<file path="src/rtl/acc_io_pkg.sv">
// Shared address map, status bit positions and status word layout for the accumulator I/O bridge.
package acc_io_pkg;

    localparam logic [15:0] DATA_ADDR_DEF = 16'hFFFE;
    localparam logic [15:0] STAT_ADDR_DEF = 16'hFFFC;

    localparam int ST_HOLD  = 0;
    localparam int ST_FULL  = 1;
    localparam int ST_OVF   = 2;
    localparam int ST_IRQEN = 4;

    typedef struct packed {
        logic [10:0] rsvd_hi;
        logic        irq_en;
        logic        rsvd_3;
        logic        overflow;
        logic        fifo_full;
        logic        hold_full;
    } stat_t;

    function automatic stat_t make_stat(input logic hold_full, input logic fifo_full,
                                        input logic overflow, input logic irq_en);
        stat_t s;
        s           = '0;
        s.hold_full = hold_full;
        s.fifo_full = fifo_full;
        s.overflow  = overflow;
        s.irq_en    = irq_en;
        return s;
    endfunction

endpackage

</file>
<file path="src/rtl/acc_io_bridge_if.sv">
// CPU memory-stage bus plus peripheral in/out handshakes seen by the I/O bridge.
interface acc_io_bridge_if;
    logic [15:0] addr;
    logic        we;
    logic        re;
    logic [15:0] wdata;
    logic [15:0] rdata;
    logic [15:0] out_data;
    logic        out_valid;
    logic        out_ready;
    logic [15:0] in_data;
    logic        in_valid;
    logic        in_ready;

    modport master (
        output addr, we, re, wdata, out_ready, in_data, in_valid,
        input  rdata, out_data, out_valid, in_ready
    );

    modport slave (
        input  addr, we, re, wdata, out_ready, in_data, in_valid,
        output rdata, out_data, out_valid, in_ready
    );
endinterface

</file>
<file path="src/rtl/acc_io_bridge_fifo.sv">
// Output queue for the I/O bridge: power-of-two depth, head word visible combinationally.
module io_fifo #(
    parameter int DEPTH = 4,
    parameter int WIDTH = 16
) (
    input  logic             CLK,
    input  logic             Reset,
    input  logic             push,
    input  logic             pop,
    input  logic [WIDTH-1:0] wdata,
    output logic             full,
    output logic             empty,
    output logic [WIDTH-1:0] head
);
    localparam int PW = $clog2(DEPTH);
    localparam int CW = PW + 1;

    logic [WIDTH-1:0] mem_q [DEPTH];
    logic [PW-1:0]    rd_ptr_q, rd_ptr_d;
    logic [PW-1:0]    wr_ptr_q, wr_ptr_d;
    logic [CW-1:0]    cnt_q, cnt_d;
    logic             do_push, do_pop;

    assign full    = (cnt_q == CW'(DEPTH));
    assign empty   = (cnt_q == '0);
    assign head    = mem_q[rd_ptr_q];
    assign do_pop  = pop & ~empty;
    // A pop in the same cycle frees the slot, so a full queue still accepts the push.
    assign do_push = push & (~full | do_pop);

    always_comb begin
        rd_ptr_d = rd_ptr_q;
        wr_ptr_d = wr_ptr_q;
        cnt_d    = cnt_q + CW'(do_push) - CW'(do_pop);
        if (do_pop)  rd_ptr_d = rd_ptr_q + PW'(1);
        if (do_push) wr_ptr_d = wr_ptr_q + PW'(1);
    end

    always_ff @(posedge CLK) begin
        if (!Reset) begin
            rd_ptr_q <= '0;
            wr_ptr_q <= '0;
            cnt_q    <= '0;
        end else begin
            rd_ptr_q <= rd_ptr_d;
            wr_ptr_q <= wr_ptr_d;
            cnt_q    <= cnt_d;
        end
    end

    always_ff @(posedge CLK) begin
        if (do_push) mem_q[wr_ptr_q] <= wdata;
    end
endmodule

</file>
<file path="src/rtl/acc_io_bridge.sv">
// Memory-mapped I/O bridge: DATA/STAT decode, input holding register, output FIFO.
// Optional interrupt output compiled in with ACC_IO_IRQ_EN.
module acc_io_bridge
    import acc_io_pkg::*;
#(
    parameter int          OUT_DEPTH    = 4,
    parameter logic [15:0] IO_DATA_ADDR = DATA_ADDR_DEF,
    parameter logic [15:0] IO_STAT_ADDR = STAT_ADDR_DEF
) (
    input  logic            CLK,
    input  logic            Reset,
    acc_io_bridge_if.slave  bus
`ifdef ACC_IO_IRQ_EN
    ,
    output logic            io_irq
`endif
);
    logic        data_hit, stat_hit;
    logic        wr_data, wr_stat, rd_data, rd_stat, rd_miss;
    logic        fifo_full, fifo_empty, drain, capture;
    logic        irq_en;
    logic [15:0] hold_q, hold_d;
    logic        hold_full_q, hold_full_d;
    logic        ovf_q, ovf_d;
    logic [15:0] rdata_q, rdata_d;

    assign data_hit = (bus.addr == IO_DATA_ADDR);
    assign stat_hit = (bus.addr == IO_STAT_ADDR);
    assign wr_data  = bus.we & data_hit;
    assign wr_stat  = bus.we & stat_hit;
    assign rd_data  = bus.re & data_hit;
    assign rd_stat  = bus.re & stat_hit;
    assign rd_miss  = bus.re & ~data_hit & ~stat_hit;
    assign drain    = ~fifo_empty & bus.out_ready;
    assign capture  = bus.in_valid & ~hold_full_q;

    io_fifo #(.DEPTH(OUT_DEPTH), .WIDTH(16)) u_out_fifo (
        .CLK   (CLK),
        .Reset (Reset),
        .push  (wr_data),
        .pop   (bus.out_ready),
        .wdata (bus.wdata),
        .full  (fifo_full),
        .empty (fifo_empty),
        .head  (bus.out_data)
    );

    assign bus.out_valid = ~fifo_empty;
    assign bus.in_ready  = ~hold_full_q;
    assign bus.rdata     = rdata_q;

    // Reads see the pre-edge state, so a same-cycle write to the same address is not visible yet.
    always_comb begin
        hold_d      = hold_q;
        hold_full_d = hold_full_q;
        ovf_d       = ovf_q;
        rdata_d     = rdata_q;
        if (rd_data) begin
            rdata_d     = hold_full_q ? hold_q : 16'h0000;
            hold_full_d = 1'b0;
        end else if (rd_stat) begin
            rdata_d = make_stat(hold_full_q, fifo_full, ovf_q, irq_en);
        end else if (rd_miss) begin
            rdata_d = 16'h0000;
        end
        if (capture) begin
            hold_d      = bus.in_data;
            hold_full_d = 1'b1;
        end
        if (wr_data & fifo_full & ~drain) ovf_d = 1'b1;
        if (wr_stat & bus.wdata[ST_OVF])  ovf_d = 1'b0;
    end

    always_ff @(posedge CLK) begin
        if (!Reset) begin
            hold_q      <= '0;
            hold_full_q <= 1'b0;
            ovf_q       <= 1'b0;
            rdata_q     <= '0;
        end else begin
            hold_q      <= hold_d;
            hold_full_q <= hold_full_d;
            ovf_q       <= ovf_d;
            rdata_q     <= rdata_d;
        end
    end

`ifdef ACC_IO_IRQ_EN
    logic irq_en_q, irq_en_d;
    logic io_irq_q;

    assign irq_en   = irq_en_q;
    assign irq_en_d = wr_stat ? bus.wdata[ST_IRQEN] : irq_en_q;
    assign io_irq   = io_irq_q;

    always_ff @(posedge CLK) begin
        if (!Reset) begin
            irq_en_q <= 1'b0;
            io_irq_q <= 1'b0;
        end else begin
            irq_en_q <= irq_en_d;
            io_irq_q <= irq_en_q & (hold_full_q | ovf_q);
        end
    end
`else
    assign irq_en = 1'b0;
`endif
endmodule

</file>
<file path="src/flat_wrapper.sv">
// flat-port wrapper written by rule: the top's interface ports become plain ports
module acc_io_bridge_flat import acc_io_pkg::*;
#(
    parameter int          OUT_DEPTH    = 4,
    parameter logic [15:0] IO_DATA_ADDR = DATA_ADDR_DEF,
    parameter logic [15:0] IO_STAT_ADDR = STAT_ADDR_DEF
)
  (CLK, Reset, bus_addr, bus_we, bus_re, bus_wdata, bus_out_ready, bus_in_data, bus_in_valid, bus_rdata, bus_out_data, bus_out_valid, bus_in_ready);
  acc_io_bridge_if bus_i ();
  input  logic CLK;
  input  logic Reset;
  input wire logic [$bits(bus_i.addr)-1:0] bus_addr;
  input wire logic [$bits(bus_i.we)-1:0] bus_we;
  input wire logic [$bits(bus_i.re)-1:0] bus_re;
  input wire logic [$bits(bus_i.wdata)-1:0] bus_wdata;
  input wire logic [$bits(bus_i.out_ready)-1:0] bus_out_ready;
  input wire logic [$bits(bus_i.in_data)-1:0] bus_in_data;
  input wire logic [$bits(bus_i.in_valid)-1:0] bus_in_valid;
  output wire logic [$bits(bus_i.rdata)-1:0] bus_rdata;
  output wire logic [$bits(bus_i.out_data)-1:0] bus_out_data;
  output wire logic [$bits(bus_i.out_valid)-1:0] bus_out_valid;
  output wire logic [$bits(bus_i.in_ready)-1:0] bus_in_ready;
  assign bus_i.addr = bus_addr;
  assign bus_i.we = bus_we;
  assign bus_i.re = bus_re;
  assign bus_i.wdata = bus_wdata;
  assign bus_i.out_ready = bus_out_ready;
  assign bus_i.in_data = bus_in_data;
  assign bus_i.in_valid = bus_in_valid;
  assign bus_rdata = bus_i.rdata;
  assign bus_out_data = bus_i.out_data;
  assign bus_out_valid = bus_i.out_valid;
  assign bus_in_ready = bus_i.in_ready;
  acc_io_bridge #(.OUT_DEPTH(OUT_DEPTH), .IO_DATA_ADDR(IO_DATA_ADDR), .IO_STAT_ADDR(IO_STAT_ADDR)) u_core (.CLK(CLK), .Reset(Reset), .bus(bus_i));
endmodule
</file>
<file path="config.mk">
export PLATFORM = sky130hd
export DESIGN_NAME = acc_io_bridge_flat
export DESIGN_NICKNAME = d
export VERILOG_FILES = /design/src/rtl/acc_io_pkg.sv /design/src/rtl/acc_io_bridge_if.sv /design/src/rtl/acc_io_bridge_fifo.sv /design/src/rtl/acc_io_bridge.sv /design/src/flat_wrapper.sv
export SDC_FILE = /design/constraint.sdc
export NUM_CORES = 1
export LEC_CHECK = 0
export CAP_MARGIN = 5
export CORE_UTILIZATION = 50
export CTS_CLUSTER_DIAMETER = 100
export DETAILED_ROUTE_END_ITERATION = 10
export MAX_ROUTING_LAYER = met4
export PLACE_DENSITY = 0.78
export SLEW_MARGIN = 20
export SYNTH_ARGS = -nofsm -noshare
export SYNTH_HDL_FRONTEND = slang
export SYNTH_SLANG_ARGS = --single-unit
</file>
<file path="constraint.sdc">
create_clock -name CLK -period 8.9 [get_ports CLK]
set_clock_uncertainty 0.15 [all_clocks]
set_input_delay 1.78 -clock CLK [delete_from_list [all_inputs] [get_ports CLK]]
set_output_delay 1.78 -clock CLK [all_outputs]
set_load 0.02 [all_outputs]
</file>
==> run_1/pins.png <==
The bar under the picture is 20 um long. Pins as bars across the die edge, other pins in gray.
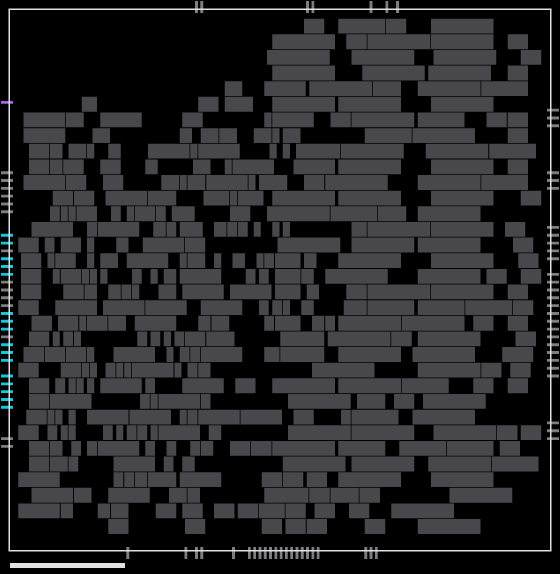
- CLK: purple (pins 1; direction input; edge west)
- bus_in_data: cyan (pins 16; direction input; edge west)

==> run_1/met1.png <==
The bar under the picture is 20 um long.
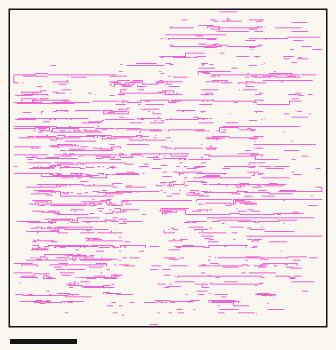
- main direction: horizontal
- nets with wire on the layer: 388
- longest straight run: 31.7 um

==> run_1/final_clocks.png <==
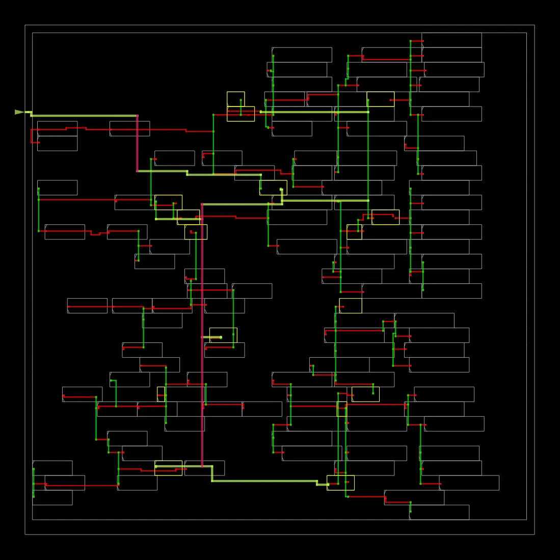
Power Clock: 276 uW
Clock Sinks: 107
Late-Pin Clk Latency: 0.37 ns
number of clock buffer instances in the layout: 9

==> out/qor.log, run 1 <==
qor: run_status.result_of_the_run finished clean
qor: layout.antennaDiodeCount 0
qor: power_and_ir_drop.cellInternalPower 777 uW
qor: synth.ys_top_cells_by_area edfxtp_1 (45%), dfxtp_1 (20%), mux4_2 (8.5%)
qor: floorplan.core.rowCount 33
qor: critical_path.timing.setup.critical_path_class input pin to register
qor: synth.simple_gate_area_share 13.2%
qor: floorplan.die_w 93.9 um
qor: critical_path.critPathArrivalTime 4.46 ns
qor: synth.ys_sh_mux 8.77%
qor: flow_run.max_capacitance_violation_count 0
qor: synth.postSynthRegisterBits 107
qor: critical_path.most_frequent_cell_on_the_critical_path inv_1
qor: synth.ys_types 38
qor: worst_hold_path.hp-start u_core.hold_q[2]
qor: power_and_ir_drop.p_sw 293 uW
qor: sta.worstMarginPinSlew 1.07 ns
qor: synth.post_synth_tally_of_flip_flops_with_integrated_enable 64
qor: layout.lay_top_cells clkdlybuf4s50_1 (87), edfxtp_1 (64), dfxtp_1 (42), nand2_1 (34), a21oi_1 (27)
qor: sta.max_freq 230 MHz
qor: synth.yosys_top_cell_by_area edfxtp_1
qor: power_and_ir_drop.p_leak 1.76 nW
qor: routing.routed_wire_length_per_instance 16.1 um
qor: sta.timing.final.max_slew_violations 0
qor: synth.largest_type_area_fraction 45.5%
qor: sta.hold_violation_total_from_the_final_report 0
qor: synth.yosys-stat-cells 299
qor: sta.timing.final.setup_violations 0
qor: routing.ant_nets 0
qor: synth.synth_nets 360
qor: floorplan.ioPinCount 88
qor: sta.final_min_period_over_clock_period 48.9%
qor: critical_path.crit_path_top_delay_cell or4_1
qor: grt.grt-ovfl-total 0
qor: floorplan.core_area 8180 um^2
qor: grt.first_global_vias 2621
qor: floorplan.floorplan.die.height 93.9 um
qor: power_and_ir_drop.power-per-cell-area 200 nW/um^2
qor: routing.drt-pass1-iter-count 4
qor: clock_tree.htreeDepth 3
qor: placed_design.gp_congestion 0.787
qor: power_and_ir_drop.combinational_power_share 20.5%
qor: synth.synthesis.yosys.warnings 0
qor: flow_run.stage_log_warnings 29
qor: critical_path.reg2reg_from u_core.u_out_fifo.cnt_q[1]
qor: grt.grt_use_total 19.8%
qor: clock_tree.cts-hold-fix-buffers 0
qor: layout.layout.cells.most_common clkdlybuf4s50_1
qor: synth.top_logic_kind simple AND/OR/NAND/NOR gates
qor: synth.post_synth_inst_count 299
qor: sta.hold-worst-slack 0.314 ns
qor: grt.grt_max_degree 39
qor: critical_path.largest_stage_delay_on_the_critical_path 0.60 ns
qor: clock_tree.cts.reportedPaths.clkPinSlew 0.10 ns
qor: synth.synth_adder_area_share 2.25%
qor: clock_tree.numCtsBuffers 9
qor: floorplan.effective_utilization_at_floorplan 51.7%
qor: clock_tree.cts_resized 0
qor: critical_path.setup.reg_to_reg.worst_slack 6.28 ns
qor: synth.syn-mean-instance-area 14.1 um^2
qor: power_and_ir_drop.p_seq_share 53.7%
qor: synth.aoi_share 6.46%
qor: sta.slew_hr 28.2%
qor: routing.routed-via-count 2616
qor: clock_tree.clk_root_buffer_cell clkbuf_8
qor: synth.yosysChipArea 4220 um^2
qor: routing.drt_iter0_markers 104
qor: synth.netlist_area_before_placement 4220 um^2
qor: critical_path.critPathMaxFanout 3
qor: grt.initial_antenna_violation_count 0
qor: synth.yosysSeqAreaShare 65.9%
qor: clock_tree.tritoncts done
qor: worst_hold_path.whs_endpoint u_core.hold_q[2]
qor: layout.syn2layout_area_growth 26.5%
qor: sta.period_needed 4.35 ns
qor: layout.nets 443
qor: critical_path.reg_to_reg_end u_core.u_out_fifo.cnt_q[2]
qor: synth.xor_area_share 0.829%
qor: synth.main_synth_ff_type edfxtp_1
qor: synth.synth-async-reset-ratio 0%
qor: critical_path.critical_path.cell_chain clkdlybuf4s50_1, nand4_2, or4_1, nor2_1, inv_1, ha_1, inv_1, ha_1, inv_1, fa_1, xor2_1, xnor2_1, nor2_1
qor: worst_hold_path.worst_hold_path.num_cells 2
qor: clock_tree.ctsLongestPathBuffers 2
qor: worst_hold_path.hold_path.class register to register
qor: layout.drive_above_1_share 14.0%
qor: routing.remaining_drc_errors 0
run 1: power by group through the flow:
stage / clock network (mW) / logic (mW) / registers [mW]
after floorplan: 0 / 0.153 / 0.560
after global placement: 0 / 0.219 / 0.588
after detailed placement: 0 / 0.223 / 0.587
after CTS: 0.282 / 0.223 / 0.576
after global routing: 0.301 / 0.237 / 0.580
final: 0.276 / 0.220 / 0.574
run 1: cells by family after synthesis:
logic type               Yosys count
AND/OR/NAND/NOR                   94
multiplexers                      17
flip-flops                       107
AND-OR/OR-AND                     44
XOR/XNOR                           4
adder cells (fa/ha/maj)            7
buffers and inverters             26
run 1: registers in the layout (all words and copies together), names as in the netlist, named ones only:
signal                      cells
u_core.bus.rdata               16
u_core.hold_full_q              1
u_core.hold_q                  16
u_core.ovf_q                    1
u_core.u_out_fifo.cnt_q         3
u_core.u_out_fifo.mem_q        64
u_core.u_out_fifo.rd_ptr_q      2
u_core.u_out_fifo.wr_ptr_q      2
run 1: cell usage after synthesis (5+ instances only):
| library cell | n |
|---|---|
| nand2_1 | 34 |
| edfxtp_1 | 64 |
| nand3_1 | 13 |
| a21oi_1 | 27 |
| clkbuf_1 | 10 |
| nand3_2 | 6 |
| dfxtp_1 | 43 |
| mux4_2 | 16 |
| nand2b_1 | 17 |
| ha_1 | 6 |
| inv_1 | 10 |
| nor2_1 | 7 |
| and3_1 | 5 |
| a21oi_2 | 9 |
run 1: area by class of cell:
type	instances	area, um^2
inverters	10	37.5
repair buffers	88	878
clock buffers	9	124
clock inverters	7	58.8
flip-flops and latches	107	2780
fillers	611	2830
well taps	105	131
multi-input cells	166	1330
run 1: routing by layer:
layer  up-vias  wire length, um  global-route usage [%]  share of wire (%)
li1       1257                -                       -                  -
met1      1258             3380                    23.5                 43
met2        93             3990                    33.0                 50
met3         8              453                    5.34                5.7
met4         0               85                    5.90                1.1
met5         -                0                       -                  0
run 1: how the worst max path moves through the flow:
stage | endpoint | cells past startpoint | from | slack, ns
after floorplan | u_core.u_out_fifo.cnt_q[2] | 12 | bus_addr[0] | 4.73
after global placement | u_core.u_out_fifo.cnt_q[2] | 13 | bus_addr[0] | 4.17
final | u_core.u_out_fifo.cnt_q[2] | 13 | bus_addr[14] | 4.55
after detailed placement | u_core.u_out_fifo.cnt_q[2] | 13 | bus_addr[14] | 4.15
after CTS | bus_out_data[10] | 2 | register | 4.28
after global routing | u_core.u_out_fifo.cnt_q[2] | 13 | bus_addr[5] | 4.40
run 1: critical path: cells and delay by family:
kind | cells | cell delay, ns
xor+xnor | 2 | 0.31
simple gates | 4 | 0.98
buf+inv | 4 | 0.62
fa+ha+maj | 3 | 0.76
run 1: per-stage QoR:
stage | area (um^2) | setup slack (ns) | power, mW | utilization (%) | cells
6_report | 5340 | 4.55 | 1.07 | 65.4 | 492
5_1_grt | 5340 | 4.40 | 1.12 | 65.4 | 492
4_1_cts | 5340 | 4.28 | 1.08 | 65.3 | 492
3_5_place_dp | 5160 | 4.15 | 0.809 | 63.1 | 476
3_3_place_gp | 5160 | 4.17 | 0.807 | 63.1 | 476
2_1_floorplan | 4220 | 4.73 | 0.714 | - | 299
==> run_1/zoom.png <==
The bar under the picture is 20 um long. Region (22, 41) to (72, 91) um. Cells in gray, sequential cells in the stronger gray; small squares are vias.
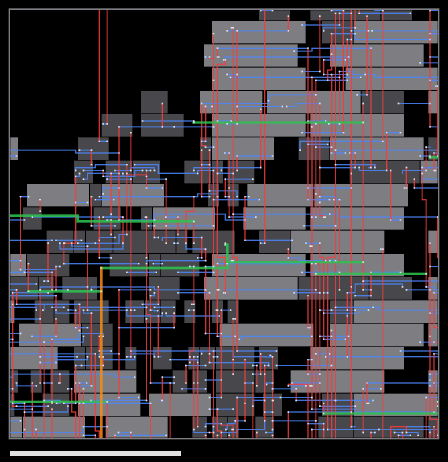

==> inputs of run 2 (changes only) <==
==> constraint.sdc (replaced) <==
create_clock -name CLK -period 4.54 [get_ports CLK]
set_clock_uncertainty 0.15 [all_clocks]
set_input_delay 0.908 -clock CLK [delete_from_list [all_inputs] [get_ports CLK]]
set_output_delay 0.908 -clock CLK [all_outputs]
set_load 0.02 [all_outputs]
==> run_2/zoom.png <==
The bar under the picture is 20 um long. Region (22, 41) to (72, 91) um. Cells in gray, sequential cells in the stronger gray; small squares are vias.
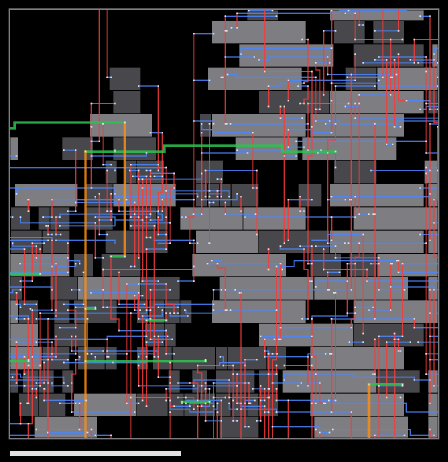
- met2: red
- met1: blue
- met4: orange
- met3: green
- cells with their middle in the window: 112
- netlist names of flops here include: u_core.u_out_fifo.mem_q (22), u_core.bus.rdata (3), u_core.u_out_fifo.cnt_q (3)
- sequential cells in the window: 34
- most frequent: edfxtp_1 (22), dfxtp_1 (12), inv_1 (8)

==> run_2/pins.png <==
The bar under the picture is 20 um long. Pins as bars across the die edge, other pins in gray.
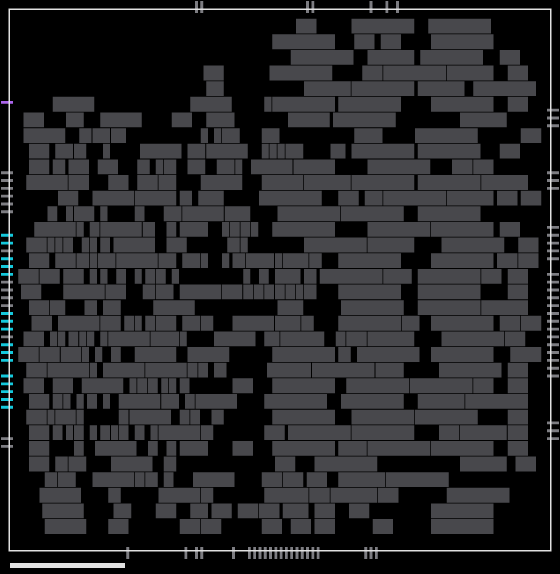
- CLK: purple (pins 1; direction input; edge west)
- bus_in_data: cyan (pins 16; direction input; edge west)

==> run 2 against run 1 <==
Compared with the run above:
- wire length is 0.10% lower
- first-iteration DRC count rose by 12%
- clock power up 120%
- critical path depth is the same
- worst hold slack lost 0.0019 ns
- cell area up 0.70%
- synthesized cell count unchanged
==> out/qor.log, run 2 <==
qor: synth.yosysSeqAreaShare 65.9% [unchanged]
qor: routing.drt-pass1-iter-count 5 [+1]
qor: floorplan.die_w 93.9 um [unchanged]
qor: sta.timing.final.setup_violations 0 [unchanged]
qor: routing.remaining_drc_errors 0 [unchanged]
qor: layout.syn2layout_area_growth 27.4%
qor: clock_tree.worstSkewPairLatency 0.37 ns [about the same]
qor: layout.final.fill_count 596 [-2.5%]
qor: layout.final_cell_count_no_fill 494 [+0.41%]
qor: grt.initial_antenna_violation_count 0 [unchanged]
qor: synth.synth.top_cells.by_count edfxtp_1 (64), dfxtp_1 (43), nand2_1 (34)
qor: critical_path.timing.critical_path.max_delay_family simple AND/OR/NAND/NOR gates
qor: sta.final_min_period_over_clock_period 78.2%
qor: clock_tree.cts_resized 0 [unchanged]
qor: sta.worstMarginPinSlew 1.05 ns [-0.0223 ns]
qor: critical_path.crit_path_top_delay_cell or4_1
qor: synth.largest_type_area_fraction 45.5% [unchanged]
qor: routing.routed_wire_length_per_instance 16.0 um [-0.51%]
qor: synth.synth_nets 360 [unchanged]
qor: placed_design.placement.setup.worst_slack 0.618 ns [-3.53 ns]
qor: clock_tree.numCtsBuffers 9 [unchanged]
qor: synth.ys_types 38 [unchanged]
qor: floorplan.core_area 8180 um^2 [unchanged]
qor: sta.hold-worst-slack 0.313 ns [-0.00186 ns]
qor: critical_path.timing.setup.critical_path_class input pin to register
qor: clock_tree.htreeDepth 3 [unchanged]
qor: grt.grt_pass1_wl 12600 um
qor: run_status.result_of_the_run finished clean
qor: synth.syn-mean-instance-area 14.1 um^2 [unchanged]
qor: flow_run.max_capacitance_violation_count 0 [unchanged]
qor: power_and_ir_drop.cellInternalPower 1.58 mW [+100%]
qor: worst_hold_path.worst_hold_path.num_cells 2 [unchanged]
qor: sta.period_needed 3.55 ns
qor: layout.nets 445 [+0.45%]
qor: critical_path.sort_of_element_at_the_end_of_the_critical_path register
qor: sta.postLayoutSetupSlackWorst 0.992 ns [-3.56 ns]
qor: power_and_ir_drop.p_sw 580 uW [+98%]
qor: layout.antennaDiodeCount 0 [unchanged]
qor: placed_design.dpl.cell_count 478 [+0.42%]
qor: synth.netlist_area_before_placement 4220 um^2 [unchanged]
qor: floorplan.effective_utilization_at_floorplan 51.7% [unchanged]
qor: synth.yosysChipArea 4220 um^2 [unchanged]
qor: power_and_ir_drop.power.total 2.16 mW [+100%]
qor: floorplan.core.rowCount 33 [unchanged]
qor: floorplan.ioPinCount 88 [unchanged]
qor: critical_path.largest_stage_delay_on_the_critical_path 0.57 ns [-0.03 ns]
qor: sta.hold_violation_total_from_the_final_report 0 [unchanged]
qor: sta.max_freq 282 MHz
qor: synth.postSynthRegisterBits 107 [unchanged]
qor: synth.post_synth_inst_count 299 [unchanged]
qor: layout.sequential_cell_area 2780 um^2 [about the same]
qor: grt.grt-ovfl-total 0 [unchanged]
qor: synth.post_synth_tally_of_flip_flops_with_integrated_enable 64 [unchanged]
qor: critical_path.worstSetupPathDepth 13 [unchanged]
qor: critical_path.critPathMaxFanout 3 [unchanged]
qor: power_and_ir_drop.pwr-share-clk 27.5%
qor: sta.fin_tns_setup 0 ns
qor: synth.yosys-stat-cells 299 [unchanged]
qor: clock_tree.cts.reportedPaths.clkPinSlew 0.10 ns [about the same]
qor: power_and_ir_drop.power.switching_fraction 26.8%
qor: flow_run.stage_log_warnings 29 [unchanged]
qor: synth.synthesis.yosys.warnings 0 [unchanged]
qor: grt.grt_use_total 19.8% [about the same]
qor: clock_tree.ctsLongestPathBuffers 2 [unchanged]
qor: routing.drt_iter0_markers 116 [+12%]
qor: routing.vias_per_cell 5.39
qor: synth.main_synth_ff_type edfxtp_1
qor: critical_path.critPathBufInv 4 [unchanged]
qor: sta.timing.final.max_slew_violations 0 [unchanged]
qor: routing.ant_nets 0 [unchanged]
qor: clock_tree.cts-hold-fix-buffers 0 [unchanged]
qor: placed_design.gp_congestion 0.781 [-0.72%]
qor: sta.slew_hr 29.7% [+1.5 points]
qor: layout.largest-register u_core.u_out_fifo.mem_q
qor: critical_path.critical_path.cell_chain clkdlybuf4s50_1, nand4b_2, or4_1, nor2_1, inv_1, ha_1, inv_1, ha_1, inv_1, fa_1, xor2_1, xnor2_1, nor2_1
qor: placed_design.dp_hpwl 5370 um
qor: synth.yosys_top_cell_by_area edfxtp_1
qor: critical_path.cp_data_required_time 4.64 ns
qor: floorplan.fp.dieArea 8820 um^2
qor: floorplan.floorplan.die.height 93.9 um [unchanged]
qor: placed_design.port_buffers 87
qor: grt.first_global_vias 2672 [+1.9%]
qor: critical_path.worstSetupStartpointType input pin
qor: clock_tree.clk_root_buffer_cell clkbuf_8
qor: clock_tree.tritoncts done
qor: power_and_ir_drop.vdd_ir_drop_max 170 uV
qor: critical_path.most_frequent_cell_on_the_critical_path inv_1
qor: worst_hold_path.hold_path.class register to register
qor: layout.lay_top_cells clkdlybuf4s50_1 (87), edfxtp_1 (64), dfxtp_1 (43), nand2_1 (34), a21oi_1 (27)
qor: synth.most_frequent_cell_after_synthesis edfxtp_1
qor: clock_tree.cts_sinks 107 [unchanged]
qor: layout.drive_above_1_share 14.4% [+0.44 points]
qor: critical_path.critPathArrivalTime 3.65 ns [-0.81 ns]
qor: routing.routed-via-count 2661 [+1.7%]
qor: layout.layout.cells.most_common clkdlybuf4s50_1
qor: grt.grt_max_degree 39 [unchanged]
qor: synth.ys_top_cells_by_area edfxtp_1 (45%), dfxtp_1 (20%), mux4_2 (8.5%)
qor: critical_path.rr_worst_depth 12
qor: clock_tree.cts_setup_buffers 0
qor: routing.finalWirelength 7900 um
qor: sta.unrepaired_setup_endpoints_after_global_routing false
qor: power_and_ir_drop.combinational_power_share 22.0% [+1.5 points]
qor: power_and_ir_drop.power-per-cell-area 402 nW/um^2 [+100%]
qor: power_and_ir_drop.p_leak 1.78 nW [+1.2%]
qor: synth.synth-async-reset-ratio 0% [unchanged]
qor: power_and_ir_drop.p_seq_share 50.5% [-3.2 points]
qor: layout.largest_register_ffs 64 [unchanged]
qor: layout.logic_area 1330 um^2 [unchanged]
run 2: netlist changes by cell type in the layout (fill, tap and decap cells not counted), sizes merged:
| cell | before | now |
|---|---|---|
| buf | 1 | 3 |
| bufinv | 0 | 1 |
| clkinv | 2 | 3 |
| clkinvlp | 1 | 0 |
| inv | 14 | 13 |
run 2: power groups by stage:
stage / Sequential [mW] / Clock, mW / Combinational, mW
finish: 1.09 / 0.594 / 0.476
global route: 1.10 / 0.633 / 0.511
CTS: 1.09 / 0.601 / 0.483
detailed placement: 1.11 / 0 / 0.483
global placement: 1.11 / 0 / 0.474
floorplan: 1.10 / 0 / 0.301
run 2: through the flow:
step                utilization [%]  area (um^2)
floorplan                         -         4220
global placement               63.3         5170
detailed placement             63.3         5170
CTS                            65.8         5380
global route                   65.8         5380
finish                         65.8         5380
run 2: worst paths after layout:
path,start,endpoint,slack [ns]
max,bus_addr[0],u_core.u_out_fifo.cnt_q[2],0.99
min,u_core.hold_q[11],u_core.hold_q[11],0.31
max reg2reg,u_core.u_out_fifo.cnt_q[1],u_core.u_out_fifo.cnt_q[2],1.89
min reg2reg,u_core.hold_q[11],u_core.hold_q[11],0.31
run 2: cells by family (layout without fill, tap and decap cells):
family	count (synthesis)	in the layout	share of synthesized area, %
buffers and inverters	26	116	2.67
DFF	107	107	65.9
and+or+nand+nor	94	94	13.2
AOI/OAI and AO/OA	44	44	6.46
muxes	17	17	8.77
adders and majority gates	7	7	2.25
xor gates and xnor gates	4	4	0.830
run 2: layout make-up:
type	instances	area share (%)
multi-input combinational	166	24.7
timing repair buffer	90	16.6
sequential	107	51.7
clock buffer	9	2.30
inverter	10	0.698
tap	105	2.44
clock inverter	7	1.53
run 2: worst register-to-register path: cells and delay by family, from the launching register on:
| kind | cells | cell delay [ns] |
|---|---|---|
| xor+xnor | 2 | 0.31 |
| fa+ha+maj | 3 | 0.73 |
| buf+inv | 3 | 0.17 |
| flops | 1 | 0.39 |
| simple gates | 4 | 0.78 |
run 2: layer usage:
metal	part of all wire (%)	GRT usage (%)
met4	1.9	7.31
met5	0	-
met2	49	32.5
met3	5.3	4.69
met1	44	23.8
Power is estimated from default activity; no workload was simulated.
